Clock routing:
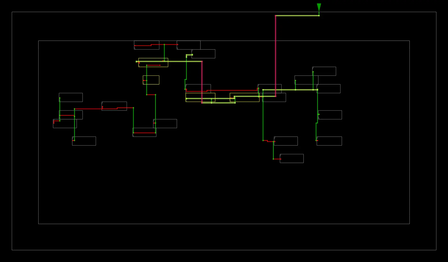
Drive-strength map:
(4 px per um)
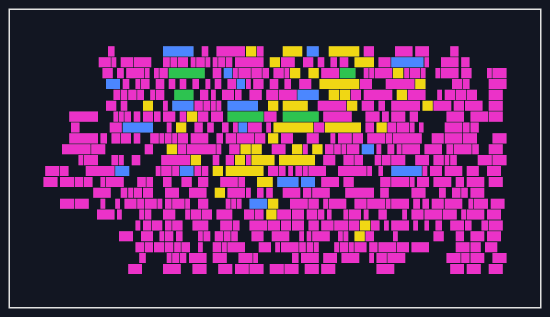
Wiring heat map:
(4 px per um) The die is cut into 27 by 15 equal tiles; black is low, pale yellow is high, scaled to the fullest tile. Values are wire area over tile area, all layers added.
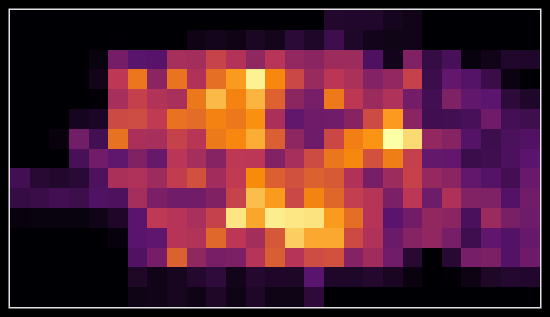
===== src/rtl/stickman_pkg.sv =====
// Shared FSM encoding, physics defaults and the fall-speed clamp for the stickman.
package stickman_pkg;

   typedef enum logic [1:0] {
      ST_IDLE = 2'd0,
      ST_RUN  = 2'd1,
      ST_AIR  = 2'd2,
      ST_DEAD = 2'd3
   } stickman_state_t;

   localparam logic [1:0] S_IDLE = ST_IDLE;
   localparam logic [1:0] S_RUN  = ST_RUN;
   localparam logic [1:0] S_AIR  = ST_AIR;
   localparam logic [1:0] S_DEAD = ST_DEAD;

   localparam int DEF_STICKMAN_X   = 120;
   localparam int DEF_INIT_Y       = 360;
   localparam int DEF_STICK_H      = 40;
   localparam int DEF_STICK_HALF_W = 8;
   localparam int DEF_JUMP_V       = 12;
   localparam int DEF_GRAVITY      = 1;
   localparam int DEF_MAX_FALL_V   = 15;
   localparam int DEF_STEP_TOL     = 8;
   localparam int DEF_SCREEN_YMAX  = 479;

   // v is one bit wider than the velocity register so vel+GRAVITY cannot wrap.
   function automatic logic signed [5:0] clamp_fall(input logic signed [6:0] v,
                                                    input int vmax);
      logic signed [6:0] lim;
      lim = $signed(7'(vmax));
      return (v > lim) ? lim[5:0] : v[5:0];
   endfunction

endpackage


===== src/rtl/stickman_frame_tick.sv =====
// Turns the slow frame clock into a registered one-Clk tick, one Clk after its rise is sampled.
module frame_tick
   import stickman_pkg::*;
(
   input  logic Clk,
   input  logic Reset,
   input  logic frame_clk,
   output logic tick
);

   logic frame_prev;

   always_ff @(posedge Clk) begin
      if (Reset) begin
         frame_prev <= 1'b0;
         tick       <= 1'b0;
      end else begin
         frame_prev <= frame_clk;
         tick       <= frame_clk & ~frame_prev;
      end
   end

endmodule


===== src/rtl/stickman_motion.sv =====
// Stickman run/jump/fall FSM with floor following, step-up, wall and pit deaths.
// Optional STICKMAN_DOUBLE_JUMP_EN allows one extra jump per airtime.
module stickman_motion
   import stickman_pkg::*;
#(
   parameter int STICKMAN_X   = DEF_STICKMAN_X,
   parameter int INIT_Y       = DEF_INIT_Y,
   parameter int STICK_H      = DEF_STICK_H,
   parameter int STICK_HALF_W = DEF_STICK_HALF_W,
   parameter int JUMP_V       = DEF_JUMP_V,
   parameter int GRAVITY      = DEF_GRAVITY,
   parameter int MAX_FALL_V   = DEF_MAX_FALL_V,
   parameter int STEP_TOL     = DEF_STEP_TOL,
   parameter int SCREEN_YMAX  = DEF_SCREEN_YMAX
)(
   input  logic       Clk,
   input  logic       Reset,
   input  logic       frame_clk,
   input  logic       playing,
   input  logic       jump,
   input  logic [9:0] GroundY,
   input  logic [9:0] DrawX,
   input  logic [9:0] DrawY,
   output logic [9:0] StickY,
   output logic       is_stickman,
   output logic       game_over,
   output logic [1:0] state
);

   localparam logic [9:0]         INIT_Y10   = 10'(INIT_Y);
   localparam logic [9:0]         YMAX10     = 10'(SCREEN_YMAX);
   localparam logic [9:0]         STICK_H10  = 10'(STICK_H);
   localparam logic [10:0]        TOL11      = 11'(STEP_TOL);
   localparam logic [10:0]        H11        = 11'(STICK_H);
   localparam logic [10:0]        X_LO       = 11'(STICKMAN_X - STICK_HALF_W);
   localparam logic [10:0]        X_HI       = 11'(STICKMAN_X + STICK_HALF_W);
   localparam logic signed [10:0] YMAX_S     = 11'(SCREEN_YMAX);
   localparam logic signed [10:0] STICK_H_S  = 11'(STICK_H);
   localparam logic signed [5:0]  JUMP_V_NEG = 6'(-JUMP_V);
   localparam logic signed [6:0]  GRAV7      = 7'(GRAVITY);

   logic              tick;
   logic [1:0]        state_q, state_n;
   logic [9:0]        stick_y, stick_n;
   logic signed [5:0] vel, vel_n;

   logic [10:0]        stick_w, ground_w, ground_tol, run_drop;
   logic signed [10:0] y_next;
   logic signed [6:0]  vel_inc;
   logic signed [5:0]  vel_fall;
   logic               air_pit, air_land, air_wall, air_ceil;
   logic               dj_fire;

   frame_tick u_frame_tick (
      .Clk       (Clk),
      .Reset     (Reset),
      .frame_clk (frame_clk),
      .tick      (tick)
   );

   assign stick_w    = {1'b0, stick_y};
   assign ground_w   = {1'b0, GroundY};
   assign ground_tol = ground_w + TOL11;
   assign run_drop   = stick_w - ground_w;

   // Position uses the pre-update velocity; gravity applies afterwards.
   assign y_next   = $signed(stick_w) + $signed({{5{vel[5]}}, vel});
   assign vel_inc  = $signed({vel[5], vel}) + GRAV7;
   assign vel_fall = clamp_fall(vel_inc, MAX_FALL_V);

   assign air_pit  = (y_next >= YMAX_S);
   assign air_land = (GroundY < YMAX10) && !vel[5] &&
                     (y_next >= $signed(ground_w)) && (stick_w <= ground_tol);
   assign air_wall = (stick_w > ground_tol);
   assign air_ceil = (y_next < STICK_H_S);

`ifdef STICKMAN_DOUBLE_JUMP_EN
   logic jump_prev, dj_used, dj_set, dj_clr;

   assign dj_fire = jump && !jump_prev && !dj_used;
   assign dj_clr  = !playing || (state_q == S_IDLE) ||
                    ((state_q == S_AIR) && tick && !air_pit && air_land);
   assign dj_set  = playing && (state_q == S_AIR) && tick && !air_pit && !air_land &&
                    !air_wall && !air_ceil && dj_fire;

   always_ff @(posedge Clk) begin
      if (Reset) begin
         jump_prev <= 1'b0;
         dj_used   <= 1'b0;
      end else begin
         if (tick)
            jump_prev <= jump;
         if (dj_clr)
            dj_used <= 1'b0;
         else if (dj_set)
            dj_used <= 1'b1;
      end
   end
`else
   assign dj_fire = 1'b0;
`endif

   always_comb begin
      state_n = state_q;
      stick_n = stick_y;
      vel_n   = vel;
      if (!playing) begin
         state_n = S_IDLE;
         stick_n = INIT_Y10;
         vel_n   = '0;
      end else begin
         case (state_q)
            S_IDLE: state_n = S_RUN;
            S_RUN: begin
               if (tick) begin
                  if (jump) begin
                     state_n = S_AIR;
                     vel_n   = JUMP_V_NEG;
                  end else if (GroundY > stick_y) begin
                     state_n = S_AIR;
                     vel_n   = '0;
                  end else if ((run_drop != '0) && (run_drop <= TOL11)) begin
                     stick_n = GroundY;
                  end else if (run_drop > TOL11) begin
                     state_n = S_DEAD;
                  end
               end
            end
            S_AIR: begin
               if (tick) begin
                  if (air_pit) begin
                     state_n = S_DEAD;
                     stick_n = YMAX10;
                  end else if (air_land) begin
                     state_n = S_RUN;
                     stick_n = GroundY;
                     vel_n   = '0;
                  end else if (air_wall) begin
                     state_n = S_DEAD;
                  end else if (air_ceil) begin
                     stick_n = STICK_H10;
                     vel_n   = '0;
                  end else begin
                     stick_n = y_next[9:0];
                     vel_n   = dj_fire ? JUMP_V_NEG : vel_fall;
                  end
               end
            end
            default: ;
         endcase
      end
   end

   always_ff @(posedge Clk) begin
      if (Reset) begin
         state_q <= S_IDLE;
         stick_y <= INIT_Y10;
         vel     <= '0;
      end else begin
         state_q <= state_n;
         stick_y <= stick_n;
         vel     <= vel_n;
      end
   end

   assign StickY    = stick_y;
   assign state     = state_q;
   assign game_over = (state_q == S_DEAD);

   assign is_stickman = ({1'b0, DrawX} >= X_LO) && ({1'b0, DrawX} <= X_HI) &&
                        ({1'b0, DrawY} >= stick_w - H11) && ({1'b0, DrawY} < stick_w);

endmodule

===== config.mk =====
export PLATFORM = sky130hd
export DESIGN_NAME = stickman_motion
export DESIGN_NICKNAME = d
export VERILOG_FILES = /design/src/rtl/stickman_pkg.sv /design/src/rtl/stickman_frame_tick.sv /design/src/rtl/stickman_motion.sv
export SDC_FILE = /design/constraint.sdc
export NUM_CORES = 1
export LEC_CHECK = 0
export CORE_ASPECT_RATIO = 0.5
export CORE_MARGIN = 8
export CORE_UTILIZATION = 50
export CTS_CLUSTER_SIZE = 28
export DETAILED_ROUTE_END_ITERATION = 8
export PLACE_DENSITY = 0.76
export SYNTH_ARGS = -nofsm -noshare
export SYNTH_HDL_FRONTEND = slang
export SYNTH_SLANG_ARGS = --single-unit

===== constraint.sdc =====
create_clock -name Clk -period 3.9 [get_ports Clk]
set_input_delay 0.39 -clock Clk [delete_from_list [all_inputs] [get_ports Clk]]
set_output_delay 0.39 -clock Clk [all_outputs]
set_load 0.005 [all_outputs]

==> metrics.cfg <==
[detailed_routing]
ant_nets = 0
drt_iter0_drc = 431
wl_per_cell_um = 17.5
vias = 3695
firstDrtPassIters = 5
wl_um = 10700

[synth]
synth_cell_types = 71
syn_inst = 441
yosysChipArea_um2 = 3390
synth-edff-count = 0
ys_seq_share_pct = 11.8
synthFlopType = dfxtp_1
area_leaders = ha_1 (22%), dfxtp_1 (12%), o21ai_0 (4.7%), inv_1 (4.3%), a21oi_1 (4.1%)

[floorplan]
dieArea_um2 = 9840
fp_util_pct = 51.3
die_y_um = 74.3
io_pins = 49
die_w_um = 133

[final_timing]
max_freq_mhz = 262
slew_viol_final = 0
slew_headroom_pct = 56.9
final-hold-violation-count = 0
final.period_utilization_pct = 97.7
worst_pin_slew_ns = 0.631
rsz0062_at_grt = true
tns_ns = 0
hold_ws_ns = 0.391
finalSetupViolCount = 0

[critical_path]
cp-startpoint = StickY[0]$_SDFFE_PP0P_
crit_required_ns = 4.05
slowest_stage = xnor2_1
crit_chain = ha_1 -> inv_1 -> fa_2 -> nor2b_4 -> o31ai_1 -> xnor2_1 -> ha_1 -> a211oi_1 -> o21ai_1 -> o221ai_2 -> a221oi_4 -> buf_4 -> a21oi_1 -> buf_4 -> o21ai_0 -> a32o_1
cp-start-kind = register
r2r-start = StickY[0]$_SDFFE_PP0P_
crit_path_max_incr_delay_ns = 0.38

[place]
place_ws_ns = -0.0598
dp_hpwl_um = 8620

[layout]
logic_area_um2 = 2910
n_antenna_cell = 0
utilization_pct = 66.2
final_nets = 614
final_layout_size_suffix_gt1_share_pct = 12.4

[clocking]
cts_tree = yes
path_clk_slew_ns = 0.06
cts_made_buffers = 3
root_buffer = clkbuf_16
clock-sinks = 20

[outcome]
status = finished clean

[power_and_ir_drop]
ir_drop_mv = 0.169
leakage_nw = 1.88
powerDensity_nw_per_um2 = 147

[flow_run]
tool_warnings = 32
cap_violations = 0

[grt]
grt_pass1_vias = 3463
gr-usage-all-layers_pct = 21.4

[min_path]
hold_path.class = register to register

Back to the opening pictures, 'clock routing':
number of clock buffers in the layout: 4
clock skew: 0.00258 ns

Back to the opening pictures, 'drive-strength map':
green -> x6 and larger  # cells 5, share 0.97%
magenta -> x1 and smaller  # cells 452, share 88%
blue -> x2  # cells 18, share 3.5%
yellow -> x3 and x4  # cells 41, share 7.9%

Back to the opening pictures, 'wiring heat map':
nearly empty tiles = 24%
tiles over half the peak = 19%
emptiest ninth of the die = lower left

worst max-delay path: cells and delay by family, from the launching register on:
| kind | cells | cell delay (ns) |
|---|---|---|
| and+or+nand+nor | 1 | 0.14 |
| adders and majority gates | 3 | 0.87 |
| AOI/OAI and AO/OA | 8 | 1.51 |
| xor gates and xnor gates | 1 | 0.38 |
| DFF | 1 | 0.33 |
| buffers and inverters | 3 | 0.47 |
where the power goes:
group / leakage, nW / internal, mW / total [mW] / switching [mW]
registers: 0.164 / 0.207 / 0.209 / 0.00259
logic: 1.67 / 0.0951 / 0.193 / 0.0974
clock network: 0.0442 / 0.157 / 0.242 / 0.0856
total: 1.88 / 0.458 / 0.644 / 0.186
cell families after synthesis:
kind of cell | count (synthesis) | share of synthesized area, %
buffers and inverters | 47 | 5.27
xor gates and xnor gates | 18 | 4.64
muxes | 2 | 0.590
adders and majority gates | 62 | 23.1
AOI/OAI and AO/OA | 151 | 32.0
and+or+nand+nor | 141 | 22.7
DFF | 20 | 11.8
per-layer routing:
layer  wire (um)  vias up  part of all wire (%)  GRT usage, %
met5           0        -                     0             0
met4         157        0                   1.5          3.99
met3        1040       16                   9.8          5.53
met2        4250      182                    40          31.2
met1        5220     1665                    49          30.9
li1            -     1832                     -             -
state kept, by name, summed over array words and instances, names as in the netlist:
register and count:
StickY 10, state 2, u_frame_tick.frame_prev 1, u_frame_tick.tick 1, vel 6
repair_timing:
item / in CTS / in global routing
hold buffers: 0 / 0
resized: 2 / 25
cloned: 0 / 0
endpoints found under the setup margin: 6 / 18
pin swaps: 0 / 2
path summary, 6_finish.rpt:
| path | endpoint | slack (ns) | depth (start not counted) |
|---|---|---|---|
| setup / recovery | StickY[2]$_SDFFE_PP0P_ | 0.09 | 16 |
| hold / removal | u_frame_tick.tick$_SDFF_PP0_ | 0.39 | 1 |
| setup reg to reg | StickY[2]$_SDFFE_PP0P_ | 0.09 | 16 |
| hold reg to reg | u_frame_tick.tick$_SDFF_PP0_ | 0.39 | 1 |
Yosys cell counts, types with 5 or more instances:
library cell,count
o211ai_1,9
xor2_1,5
a21oi_1,28
a31oi_1,6
o21ai_0,32
nor2b_1,10
a211oi_1,7
nand2b_1,15
nand2_1,23
xnor2_1,13
inv_1,39
nor3_1,11
nand3_1,11
ha_1,61
nor2_1,30
clkbuf_1,5
dfxtp_1,20
o21a_1,13
nand4_1,6
area by class of cell:
type	count	share of cell area, %
timing repair buffer	79	16.3
inverter	39	3.34
tap	92	2.62
sequential	20	9.24
clock buffer	4	2.03
multi-input combinational	374	66.4
layout by cell type, fill, tap and decap left out, types with 13 or more instances in the layout:
master,netlist,routed
nor2_1,30,30
o21a_1,13,13
nand2_1,23,22
inv_1,39,39
dfxtp_1,20,16
o21ai_0,32,28
a21oi_1,28,28
clkdlybuf4s50_1,0,48
nand2b_1,15,15
ha_1,61,57
buf_4,0,30
xnor2_1,13,13
No activity file was given, so power comes from the tool's default toggle rates.
